Fig. 1: M2 wires
Drawn at 4 px/um. Cells faint in the background.
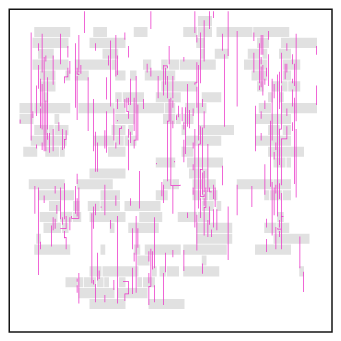
Fig. 2: zoomed window
Window x 50 to 70, y 50 to 70 um. Cells in grey, sequential cells in the stronger grey; small squares are vias.
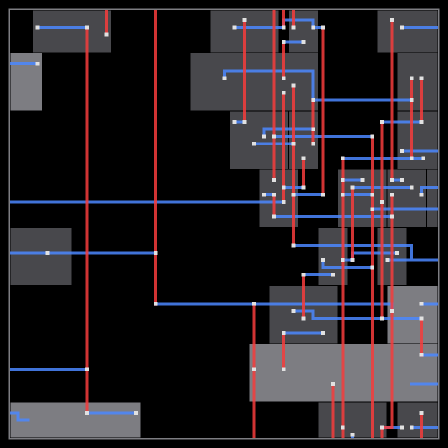
==> config.mk <==
export PLATFORM = sky130hd
export DESIGN_NAME = b4_sipo_rx
export DESIGN_NICKNAME = d
export VERILOG_FILES = /design/src/rtl/b4_sipo_rx.sv
export SDC_FILE = /design/constraint.sdc
export NUM_CORES = 1
export LEC_CHECK = 0
export CAP_MARGIN = 5
export CORE_UTILIZATION = 29
export CTS_CLUSTER_DIAMETER = 80
export CTS_CLUSTER_SIZE = 8
export DETAILED_ROUTE_END_ITERATION = 6
export PLACE_DENSITY_LB_ADDON = 0.05
export RECOVER_POWER = 50
export SETUP_SLACK_MARGIN = 0.15
export SLEW_MARGIN = 5
export SYNTH_ARGS = -nofsm -noshare
export SYNTH_HDL_FRONTEND = slang
export SYNTH_SLANG_ARGS = --single-unit
==> constraint.sdc <==
create_clock -name clk -period 2.31 [get_ports clk]
set_input_delay 0.462 -clock clk [delete_from_list [all_inputs] [get_ports clk]]
set_output_delay 0.462 -clock clk [all_outputs]
set_load 0.02 [all_outputs]
==> out/results.txt <==
LEAKAGE - 1.04 nW
arrival time worst endpoint - 2.08 ns
iteration-0 DRC count of the detailed router - 48
unrepaired setup endpoints after global routing - no
share of cells above drive strength 1 - 0.163
cells on worst reg2reg path - 5
max incr delay on CP - 0.41 ns
CTS tree - built
endpoints failing setup - 0
post-layout minimum cycle time - 1.90 ns
Post-Syn Area - 1780 um^2
most frequent cells in the layout - dfrtp_1 (39), xnor2_1 (18), nand3_1 (12)
Hold Path Class - in2async
Peak Freq - 0.526 GHz
Worst Max-Slew Pin Slew - 1.02 ns
fp_density - 0.300
post-synth area from yosys stat - 1780 um^2
Clock Latency Late Sink - 0.29 ns
CTS Sinks - 39
clock buffer depth - 2
grt ovf - 0
RD Place Congestion - 0.680
row cnt - 28
top cell type by total area after synthesis - dfrtp_1
slew margin rel. - 0.319
ys cells - 143
placed instance area - 2010 um^2
Post-Layout Cell Count - 241
CTS hold repair buffers - 0
Req. time, crit path - 2.49 ns
crit path launch type - flip-flop
H-tree Lvls - 2
1st-pass router iterations - 4
Die Area - 6450 um^2
max FFs per register - 26
endpoints failing hold - 0
Top area cell types - dfrtp_1 (55%), xnor2_1 (8.9%), nand3_1 (3.4%)
total of max-cap violations - 0
Seq share, synth - 0.549
Flops after synth - 39
Crit. path cell count - 5
CP Cell Sequence - ha_1 > nand4_1 > nor3_4 > nand3_4 > mux2_4
largest net degree at the start of global routing - 19
GRT Util Overall - 0.120
Post-Route WL - 3150 um
CP endpoint kind - flip-flop
gate count after technology mapping - 143
Synth Warn # - 0
# diodes - 0
Crit path max-delay family - simple AND/OR/NAND/NOR gates
drt via density - 4.63
Final #Nets - 172
post-synth cell types - 31
core area - 5920 um^2
Final ANT Viol Nets - 0
vias in the first global route - 1152
Worst path slowest cell - dfrtp_1
Area leader share - 0.549
outcome - finished clean
CTS Root Cell - clkbuf_8
fin crit share - 0.823
Setup CP Type - reg2reg
die y size - 80.3 um
VDD IR max - 0.246 mV
setup TNS - 0 ns
Mean Syn Cell Area - 12.4 um^2
post-detail-place hpwl - 2300 um
Final Max Slew Viols - 0
first-pass GRT wire length - 5700 um
Commonest Layout Cell - dfrtp_1
residual DRC count - 0
clk slew on worst S/H paths - 0.08 ns
Setup Skew - 0.00502 ns
area grow syn2layout - 19.2%
Back to the opening pictures, Fig. 1:
nets with wire on the layer	149
share of all routed wire	49%
main direction	vertical
longest straight run	35.4 um
wire length on this layer	1530 um
total number of vias: 1117
met2 Resource Use GR: 0.197

Back to the opening pictures, Fig. 2:
colour	layer
red	M2
blue	M1
cells with their middle in the window	19
sequential cells in the window	2
most frequent	xnor2_1 (3)

metrics by stage:
| step | power [mW] | setup WS, ns | hold WS [ns] | utilization |
|---|---|---|---|---|
| finish | 1.30 | 0.410 | 0.158 | 0.358 |
| floorplan | 0.705 | 0.554 | 0.166 | - |
| detailed placement | 0.732 | 0.410 | 0.358 | 0.340 |
| global route | 1.36 | 0.288 | 0.194 | 0.358 |
| global placement | 0.731 | 0.403 | 0.351 | 0.340 |
| CTS | 1.32 | 0.392 | 0.0395 | 0.359 |
layout make-up:
| cell class | instances | area (um^2) | area share |
|---|---|---|---|
| inverters | 10 | 37.5 | 0.0177 |
| flip-flops and latches | 39 | 976 | 0.460 |
| clock buffers | 6 | 82.6 | 0.0390 |
| well taps | 75 | 93.8 | 0.0443 |
| multi-input cells | 93 | 761 | 0.359 |
| repair buffers | 16 | 134 | 0.0632 |
| clock inverters | 2 | 35.0 | 0.0165 |
power breakdown:
group	switching (mW)	total, mW	internal (mW)
logic	0.0188	0.0287	0.00993
registers	0.00193	0.686	0.684
clock network	0.237	0.586	0.349
worst reg2reg max path, stage by stage (launching register included):
cell     delay (ns)
dfrtp_1        0.41
ha_1           0.22
nand4_1        0.27
nor3_4         0.34
nand3_4        0.21
mux2_4         0.34
metal layers:
metal,global-route usage,routed length (um),vias to the layer above,part of all wire
li1,-,-,532,-
met1,0.146,1450,567,0.46
met3,0.0420,113,7,0.036
met5,0,0,-,0
met2,0.197,1530,11,0.49
met4,0.0429,53,0,0.017
kinds of logic after synthesis:
logic type	after synthesis	share of synthesized area
buf+inv	11	0.0232
fa+ha+maj	2	0.0141
mux	10	0.0647
xor+xnor	24	0.118
compound gates	6	0.0232
flops	39	0.549
simple gates	51	0.208
cells in the mapped netlist, drive strengths merged:
cell type  count
a31o           1
nor3           3
xnor2         18
mux2i          4
dfrtp         39
a21boi         1
nand3         13
nor2b          1
o31ai          1
o21ai          2
nand2         10
and3           4
and4           1
inv           10
mux2           6
ha             2
xor2           6
nor4           1
nor2           4
nand2b         1
nor3b          1
and2           1
nand4          9
nand3b         2
clkbuf         1
o211ai         1
No activity file was given, so power comes from the tool's default toggle rates.
